**config.mk**
```make
export PLATFORM = sky130hd
export DESIGN_NAME = lsu_wb
export DESIGN_NICKNAME = d
export VERILOG_FILES = /design/src/rtl/lsu_wb.sv
export SDC_FILE = /design/constraint.sdc
export NUM_CORES = 1
export LEC_CHECK = 0
export CAP_MARGIN = 25
export CORE_UTILIZATION = 30
export DETAILED_ROUTE_END_ITERATION = 8
export GPL_ROUTABILITY_DRIVEN = 1
export HOLD_SLACK_MARGIN = 0.08
export SLEW_MARGIN = 20
export SYNTH_ARGS = -nofsm -noshare
export SYNTH_HDL_FRONTEND = slang
export SYNTH_SLANG_ARGS = --single-unit
```
**constraint.sdc**
```tcl
create_clock -name clk -period 1.9 [get_ports clk]
set_input_delay 0.19 -clock clk [delete_from_list [all_inputs] [get_ports clk]]
set_output_delay 0.19 -clock clk [all_outputs]
set_load 0.05 [all_outputs]
```
**src/rtl/lsu_wb.sv**
```systemverilog
// lsu_wb: final LSU stage. Waits for load data, extracts and extends the
// addressed byte/halfword/word, and drives the register-file write port.
// Misaligned loads are flagged without waiting, and a load whose read
// response never arrives is abandoned after a bounded wait.
module lsu_wb #(
    parameter int DATA_W         = 32,
    parameter int TIMEOUT_CYCLES = 16,
    parameter int CNT_W          = 5
) (
    input  logic              clk,
    input  logic              rst,
    input  logic              is_load_in,
    input  logic              zero_ext_in,
    input  logic              is_nop_in,
    input  logic [1:0]        size_in,
    input  logic [4:0]        rd_in,
    input  logic [1:0]        addr_lo_in,
    input  logic              mem_rvalid,
    input  logic [DATA_W-1:0] mem_rdata,
    output logic              stall_out,
    output logic              rf_we,
    output logic [4:0]        rf_waddr,
    output logic [DATA_W-1:0] rf_wdata,
    output logic              align_err,
    output logic              timeout_err
);

    typedef enum logic [1:0] {
        S_IDLE = 2'd0,
        S_WAIT = 2'd1,
        S_ERR  = 2'd2
    } state_t;

    localparam logic [CNT_W-1:0] LP_TIMEOUT = CNT_W'(TIMEOUT_CYCLES);

    state_t              r_state;
    logic [CNT_W-1:0]    r_cnt;
    logic                r_rf_we;
    logic [4:0]          r_rf_waddr;
    logic [DATA_W-1:0]   r_rf_wdata;
    logic                r_align_err;
    logic                r_timeout_err;

    logic                w_load_v;
    logic                w_misaligned;
    logic                w_load_ok;
    logic                w_capture;
    logic                w_rd_nz;
    logic [7:0]          w_lane [4];
    logic [7:0]          w_byte;
    logic [15:0]         w_half;
    logic [DATA_W-1:0]   w_ext;

    // Split the low 32 bits of the response into its four byte lanes.
    genvar gi;
    generate
        for (gi = 0; gi < 4; gi++) begin : g_lane
            assign w_lane[gi] = mem_rdata[8*gi +: 8];
        end
    endgenerate

    assign w_load_v  = is_load_in & ~is_nop_in;
    assign w_load_ok = w_load_v & ~w_misaligned;
    assign w_rd_nz   = (rd_in != 5'd0);

    // Alignment check: halfwords need an even address, words (and the 11
    // encoding, which behaves as a word) need a word-aligned address.
    always_comb begin
        w_misaligned = 1'b0;
        case (size_in)
            2'b00:   w_misaligned = 1'b0;
            2'b01:   w_misaligned = addr_lo_in[0];
            default: w_misaligned = (addr_lo_in != 2'b00);
        endcase
    end

    // Data is accepted either in the same cycle as an aligned load in IDLE
    // or later while waiting; inputs are held stable during the wait.
    assign w_capture = ((r_state == S_IDLE) & w_load_ok & mem_rvalid) |
                       ((r_state == S_WAIT) & mem_rvalid);

    // Select and extend the addressed field of the little-endian word.
    always_comb begin
        w_byte = w_lane[addr_lo_in];
        w_half = addr_lo_in[1] ? {w_lane[3], w_lane[2]} : {w_lane[1], w_lane[0]};
        w_ext  = mem_rdata;
        case (size_in)
            2'b00:   w_ext = {{(DATA_W-8){~zero_ext_in & w_byte[7]}}, w_byte};
            2'b01:   w_ext = {{(DATA_W-16){~zero_ext_in & w_half[15]}}, w_half};
            default: w_ext = mem_rdata;
        endcase
    end

    // Upstream is held only while an aligned load still lacks its data.
    always_comb begin
        stall_out = 1'b0;
        if (!rst) begin
            case (r_state)
                S_IDLE:  stall_out = w_load_ok & ~mem_rvalid;
                S_WAIT:  stall_out = ~mem_rvalid;
                default: stall_out = 1'b0;
            endcase
        end
    end

    // Control FSM, wait counter and registered write-port/error outputs.
    always_ff @(posedge clk) begin
        if (rst) begin
            r_state       <= S_IDLE;
            r_cnt         <= '0;
            r_rf_we       <= 1'b0;
            r_rf_waddr    <= 5'd0;
            r_rf_wdata    <= '0;
            r_align_err   <= 1'b0;
            r_timeout_err <= 1'b0;
        end else begin
            r_rf_we     <= w_capture & w_rd_nz;
            r_align_err <= (r_state == S_IDLE) & w_load_v & w_misaligned;
            if (w_capture && w_rd_nz) begin
                r_rf_waddr <= rd_in;
                r_rf_wdata <= w_ext;
            end
            case (r_state)
                S_IDLE: begin
                    if (w_load_ok && !mem_rvalid) begin
                        r_state <= S_WAIT;
                        r_cnt   <= CNT_W'(1);
                    end
                end
                S_WAIT: begin
                    if (mem_rvalid) begin
                        r_state <= S_IDLE;
                        r_cnt   <= '0;
                    end else if (r_cnt == LP_TIMEOUT) begin
                        // Flag becomes visible during the ERR cycle itself.
                        r_state       <= S_ERR;
                        r_cnt         <= '0;
                        r_timeout_err <= 1'b1;
                    end else begin
                        r_cnt <= r_cnt + CNT_W'(1);
                    end
                end
                S_ERR: begin
                    r_state <= S_IDLE;
                end
                default: begin
                    r_state <= S_IDLE;
                    r_cnt   <= '0;
                end
            endcase
        end
    end

    assign rf_we       = r_rf_we;
    assign rf_waddr    = r_rf_waddr;
    assign rf_wdata    = r_rf_wdata;
    assign align_err   = r_align_err;
    assign timeout_err = r_timeout_err;

endmodule
```
Run 1, routing congestion map:
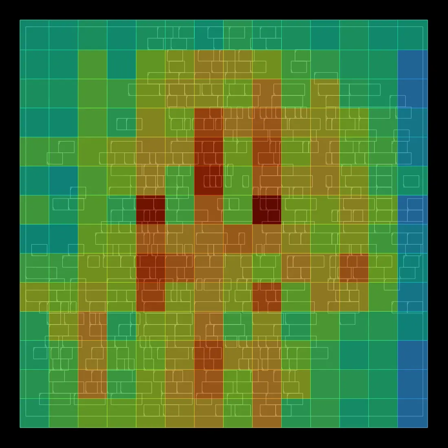
busiest grt layer: met2
M3 GR Usage: 3.11%

Run 1, logic cells by family:
The bar under the picture is 20 um long.
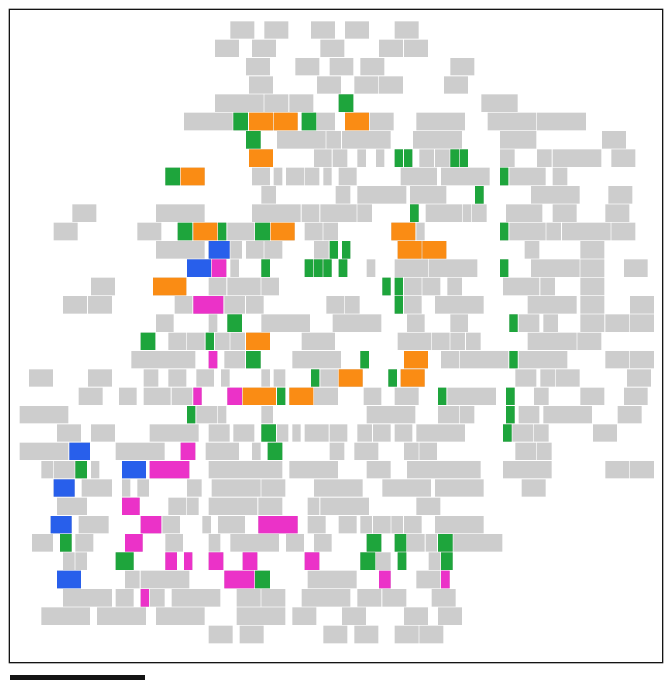
| color | family | cells | most used |
|---|---|---|---|
| green | NAND gates | 54 | nand2_1 |
| blue | AND-OR and OR-AND gates | 7 | a22o_1 |
| orange | multiplexers | 17 | mux2i_1 |
| magenta | NOR gates | 20 | nor2_1 |

Run 1, metal 1:
The bar under the picture is 20 um long. Supply wires on this layer in gray.
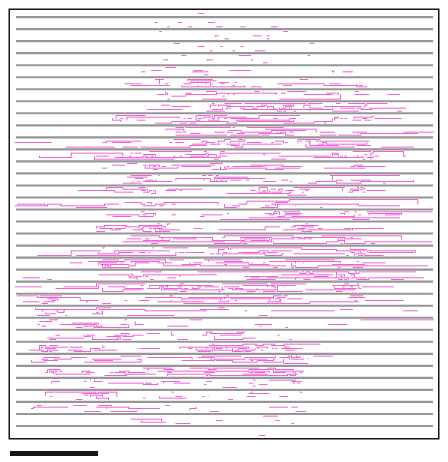
nets with wire on the layer: 371
wire length on this layer: 3,630 um

==> results_dict.tcl, run 1 <==
# flow metrics
set metrics [dict create \
    finClkSkew_ns 0.00701 \
    drc 0 \
    ys.warnings.count 0 \
    max_slew_margin_pct 64.7 \
    num_tap_cells 108 \
    path_buffers 2 \
    cts_made_buffers 5 \
    comb_share_pct 38.8 \
    cts.path.max_buffers 2 \
    reg2reg_depth 5 \
    clkSinkCount 47 \
    rows 34 \
    grt_first_pass_wirelength_mm 12.8 \
    grt_setup_unrepaired "no" \
    nMultiInputCombCells 208 \
    powerDensity_nw_per_um2 673 \
    combPwrFrac_pct 25.7 \
    fp_nets 352 \
    leakage_nw 1.37 \
    synthArstFlopShare_pct 0 \
    drive_gt1_share_pct 14.1 \
    worstSetupPathType "primary input to primary output" \
    gp_congestion 0.820 \
    fillers 862 \
    layout.non_clock_buffers 109 \
    dominant_cells "multi-input combinational cells" \
    switching_share_pct 29.8 \
    diodes 0 \
    status "complete, no violations" \
    n_clock_buffer 5 \
    end_kind "primary output" \
    ys.flop_type "dfxtp_1" \
    ys_ff 47 \
    syn_area_um2 2700 \
    io_pins 88 \
    grt_overflow 0 \
    finalCritPeriodShare_pct 95.1 \
    cp-start-kind "primary input" \
    postCtsHoldBufs 0 \
    area_delta_synth_final_pct 45.2 \
    die-area_um2 9370 \
    crit_end "stall_out" \
    hold_path.class "primary input to flop" \
    grt_pass1_vias 2532 \
    worstMarginPinSlew_ns 0.528 \
    seq_power_share_pct 39.7 \
    met1_usage_pct 22.6 \
    logic_area_um2 1520 \
    worst-path-stages 5 \
    num_vias 2615 \
    top_layer "met4" \
    final_cells 497 \
    dp_hpwl_mm 5.96 \
    syn_avg_cell_area_um2 8.90 \
    non_clock_inverter_count 17 \
    cts_resized 0 \
    viasPerCell 5.26 \
    post_drt_wl_per_cell_um 16.0 \
    irDropWorstVdd_uv 333 \
    cts_tree "done" \
    r2r_slack_ns 0.32 \
    fp_util_pct 30.9 \
    cts_root_buf "clkbuf_8" \
    port_buffers 87 \
    synth-edff-count 0 \
    power_clock_mw 0.914 \
    internal-power_mw 1.85 \
    syn-instance-count 303 \
    fmax_mhz 553 \
    pwr-share-clk_pct 34.6 \
    met1Wirelength_mm 3.63 \
    whs_endpoint "r_state[1]" \
    clkTransAtPathRegs_ns 0.10 \
    antenna_found_initial 0 \
    largest_reg_flops 32 \
    cp_cell_sequence "clkdlybuf4s50_1 -> a21oi_2 -> o21ai_0 -> a21boi_1 -> buf_12" \
    r2r-end "rf_wdata[30]" \
    seq_area_share_pct 24.0 \
    setup_viol 0 \
    openroad.warnings 27 \
    mostFrequentLayoutCell "clkdlybuf4s50_1" \
    p_sw_mw 0.785 \
    period_needed_ns 1.81 \
    power_leader "registers" \
    buffer_area_share_pct 28.5 \
    yosysSeqAreaShare_pct 34.9 \
    regArea_um2 941 \
    synth-area-yosys_um2 2700 \
    grt_use_total_pct 16.8 \
    die_h_um 96.8 \
    ys_types 54 \
    yosysCellCount 303 \
    hold_violations 0 \
    antenna_left 0 \
    finalNetCount 437 \
    use_met2_pct 27.4 \
    required_ns 1.71 \
    seq_cell_count 47 \
    clk_latency_ns 0.30 \
    die_w_um 96.8 \
    max_cap_violations 0 \
    max_stage_delay_ns 0.53 \
    dp.cells 489 \
    hp-start "rst" \
    dr_wl_met3_um 360 \
    worstSetupStartpoint "addr_lo_in[0]" \
    worstPathMaxFanout 6 \
    clkCellAreaFrac_pct 3.58 \
    routed_wl_mm 7.94 \
]
run 1: synthesized netlist by cell type, types with 2 or more instances:
master    number  area (um^2)
or3_1          2         12.5
nor3_4         2         32.5
a31oi_1       31          194
buf_6          3         33.8
clkbuf_1      13         48.8
a22o_1         4         35.0
o211ai_1       8         60.1
o32ai_1        2         17.5
nand2b_1      10         62.6
inv_1         17         63.8
mux2i_1       15          150
buf_4          7         52.6
a311oi_1       7         61.3
nand2_1       33          124
nor3b_1        2         15.0
a22oi_1        6         45.0
ha_1           2         25.0
nor2_1         5         18.8
nand3_1        4         20.0
a21oi_1       10         50.1
buf_2          8         40.0
nor3_1         2         10.0
o21ai_0        3         15.0
dfxtp_1       47          941
xnor2_1        2         17.5
a21boi_0       2         15.0
o31ai_1        5         37.5
a221oi_1       2         17.5
nand4_1        5         31.3
a311oi_2      10          150
nor2b_1        4         25.0
a211oi_1       7         52.6
mux2i_2        2         27.5
run 1: metrics by stage:
step	worst slack (ns)	power, mW	cell area (um^2)	util (%)	TNS (ns)
after floorplan	0.157	1.47	2700	-	0
after global placement	-0.00918	1.74	3780	43.3	-0.0531
after detailed placement	-0.0529	1.75	3780	43.3	-0.323
after CTS	0.0834	2.67	3920	44.9	0
after global routing	0.0144	2.75	3920	44.9	0
final	0.0930	2.64	3920	44.9	0
run 1: cells by family after synthesis:
family | count (synthesis) | synth area share (%)
buf+inv | 48 | 8.86
simple gates | 81 | 16.8
mux | 17 | 6.59
xor+xnor | 2 | 0.650
fa+ha+maj | 2 | 0.928
flops | 47 | 34.9
compound gates | 106 | 31.2
run 1: tightest hold or removal path, stage by stage:
cell	delay (ns)
buf_2	0.10
nor3_1	0.07
and3_1	0.16
==> run 2: changes to the inputs <==
SETUP_SLACK_MARGIN = 0.15   (was not set)
clock period = 2.3 ns   (was 1.9 ns; I/O delays follow)
Run 2, zoomed window:
The bar under the picture is 10 um long. Region (53, 4) to (93, 44) um. Cells in gray, sequential cells in the stronger gray; small squares are vias.
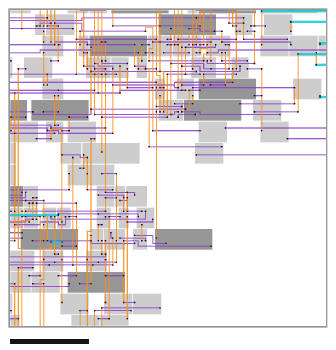
| color | layer |
|---|---|
| purple | met1 |
| cyan | met3 |
| orange | met2 |
netlist names of flops here include: rf_wdata (5), rf_waddr (3)
cells with their middle in the window: 65
sequential cells in the window: 8
most frequent: clkdlybuf4s50_1 (19), dfxtp_1 (8)

Run 2, metal 1:
The bar under the picture is 20 um long. Supply wires on this layer in gray.
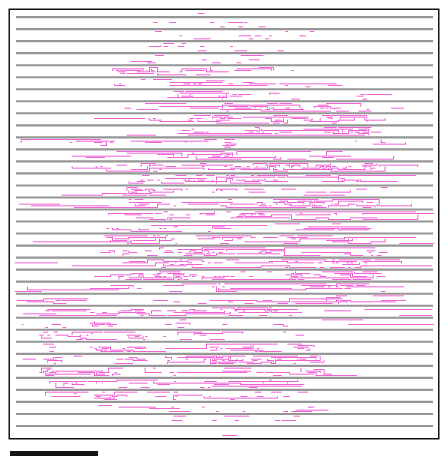
nets with wire on the layer: 372
share of all routed wire: 46%
wire length on this layer: 3,760 um
main direction: horizontal
longest straight run: 40.0 um

==> run 2 against run 1 <==
Net effect: flip-flop count unchanged; critical endpoint unchanged; clock-buffer cell count increased by 1; register-to-register slack improved by 0.19 ns; first-iteration DRC count increased by 73%; final area decreased by 3.5%; synthesized area unchanged; sequential share of layout area increased by 0.88 points; die size unchanged; highest routed layer unchanged; sequential power decreased by about 20%; utilization decreased by 1.6 points.
==> results_dict.tcl, run 2 <==
# flow metrics
set metrics [dict create \
    rows 34 \
    status "complete, no violations" \
    leakage_nw 1.30 \
    postLayoutCellArea_um2 3780 \
    drv_slew 0 \
    crit_path_top_delay_cell "clkdlybuf4s50_1" \
    met1Wirelength_mm 3.76 \
    required_ns 2.07 \
    drt-initial-drc-count 178 \
    ys_ff 47 \
    hold_violations 0 \
    clk_latency_ns 0.30 \
    area_leaders "dfxtp_1 35%, a31oi_1 7.2%, a311oi_2 5.6%" \
    cp_cell_sequence "clkdlybuf4s50_1 -> a21oi_2 -> o21ai_0 -> a21boi_1 -> buf_12" \
    num_vias 2582 \
    top_cell "dfxtp_1" \
    hold_depth 3 \
    path_delay_family "buffers and inverters" \
    cts_setup_buffers 0 \
    tns_ns 0 \
    die-area_um2 9370 \
    grt_pass1_vias 2460 \
    cp-start-kind "primary input" \
    use_met2_pct 26.0 \
    irDropWorstVdd_uv 243 \
    drc 0 \
    end_kind "primary output" \
    period_needed_ns 1.98 \
    worstMarginPinSlew_ns 0.665 \
    viasPerCell 5.27 \
    dp_hpwl_mm 5.88 \
    met1_usage_pct 24.6 \
    core-area_um2 8720 \
    area_delta_synth_final_pct 40.1 \
    r2r_slack_ns 0.51 \
    cts_tree "done" \
    syn-instance-count 303 \
    largest_reg_flops 32 \
    ys.flop_type "dfxtp_1" \
    postCtsHoldBufs 0 \
    cts_made_buffers 5 \
    die_w_um 96.8 \
    synth-area-yosys_um2 2700 \
    synth-edff-count 0 \
    mostFrequentLayoutCell "clkdlybuf4s50_1" \
    cts.path.max_buffers 2 \
    yosysSeqAreaShare_pct 34.9 \
    antenna_left 0 \
    finalCritPeriodShare_pct 85.9 \
    finalNetCount 430 \
    grt_first_pass_wirelength_mm 13.1 \
    ys.warnings.count 0 \
    synthArstFlopShare_pct 0 \
    setup_viol 0 \
    finClkSkew_ns 0.00299 \
    fp_nets 352 \
    grt_max_degree 52 \
    common_cells "47 x dfxtp_1, 33 x nand2_1, 31 x a31oi_1, 17 x inv_1, 15 x mux2i_1" \
    antenna_found_initial 0 \
    worst-path-stages 5 \
    yosys.area.top_type "dfxtp_1" \
    place_area_um2 3660 \
    cts_root_buf "clkbuf_8" \
    fp_util_pct 30.9 \
    cts_resized 0 \
    syn_avg_cell_area_um2 8.90 \
    grt_use_total_pct 17.1 \
    die_h_um 96.8 \
    cp_data_arrival_time_ns 1.75 \
    dr.pass1.iters 4 \
    openroad.warnings 27 \
    grt_setup_unrepaired "no" \
    path_buffers 2 \
    max_slew_margin_pct 55.3 \
    worstPathMaxFanout 10 \
    syn_area_um2 2700 \
    drive_gt1_share_pct 12.6 \
    max_stage_delay_ns 0.58 \
    powerDensity_nw_per_um2 541 \
    route.met2.wl_mm 3.92 \
    htree_levels 2 \
    top_layer "met4" \
    worstSetupPathType "primary input to primary output" \
    grtUsageMet3_pct 3.61 \
    diodes 0 \
    port_buffers 87 \
    max_cap_violations 0 \
    post_drt_wl_per_cell_um 16.8 \
    clkSinkCount 47 \
    clkTransAtPathRegs_ns 0.09 \
    gp_congestion 0.832 \
    io_pins 88 \
    grt_overflow 0 \
    top_cell_area_share_pct 34.9 \
    grt.busiest_layer "met2" \
    yosysCellCount 303 \
    routed_wl_mm 8.21 \
    hold_path.class "primary input to flop" \
    ys_types 54 \
    dr_wl_met3_um 444 \
    layout_top_cells "85 x clkdlybuf4s50_1, 47 x dfxtp_1, 33 x nand2_1" \
    reg2reg_depth 6 \
    fmax_mhz 506 \
]
run 2: netlist changes by cell type in the layout (fill, tap and decap cells not counted):
cell	delta
buf_12	-5
bufinv_16	-1
clkbuf_8	+1
inv_8	-1
clkinv_2	+1
buf_4	-2
run 2: cell families after synthesis:
logic type	count (synthesis)	share of synthesized area, %
AND-OR/OR-AND	106	31.2
adder cells (fa/ha/maj)	2	0.928
multiplexers	17	6.59
buffers and inverters	48	8.86
XOR/XNOR	2	0.650
AND/OR/NAND/NOR	81	16.8
flip-flops	47	34.9
run 2: final timing paths:
| kind | startpoint | to |
|---|---|---|
| min | rst | r_state[1] |
| min reg2reg | rf_wdata[1] | rf_wdata[1] |
| max reg2reg | r_cnt[0] | r_cnt[2] |
| max | addr_lo_in[0] | stall_out |
run 2: final cells by class:
type,count,area (um^2)
fill,827,4940
multi-input combinational,208,1520
timing repair buffer,102,1000
sequential,47,941
tap,108,135
clock buffer,6,82.6
inverter,17,63.8
clock inverter,2,35.0
run 2: stage by stage:
stage	instances	hold slack (ns)	setup WS [ns]	util, %	power [mW]
4_1_cts	490	0.288	0.307	43.3	2.07
3_3_place_gp	482	0.459	0.190	42.0	1.42
5_1_grt	490	0.308	0.195	43.3	2.14
3_5_place_dp	482	0.459	0.145	42.0	1.42
6_report	490	0.300	0.324	43.3	2.04
2_1_floorplan	303	0.378	0.537	-	1.22
run 2: power breakdown:
group | switching (mW) | internal [mW]
Sequential | 0.0190 | 0.845
Clock | 0.287 | 0.352
Combinational | 0.318 | 0.224
run 2: worst min-delay path, delay by kind of cell:
family        cells  cell delay [ns]
simple gates      2             0.23
buf+inv           1             0.10
Power is estimated from default activity; no workload was simulated.
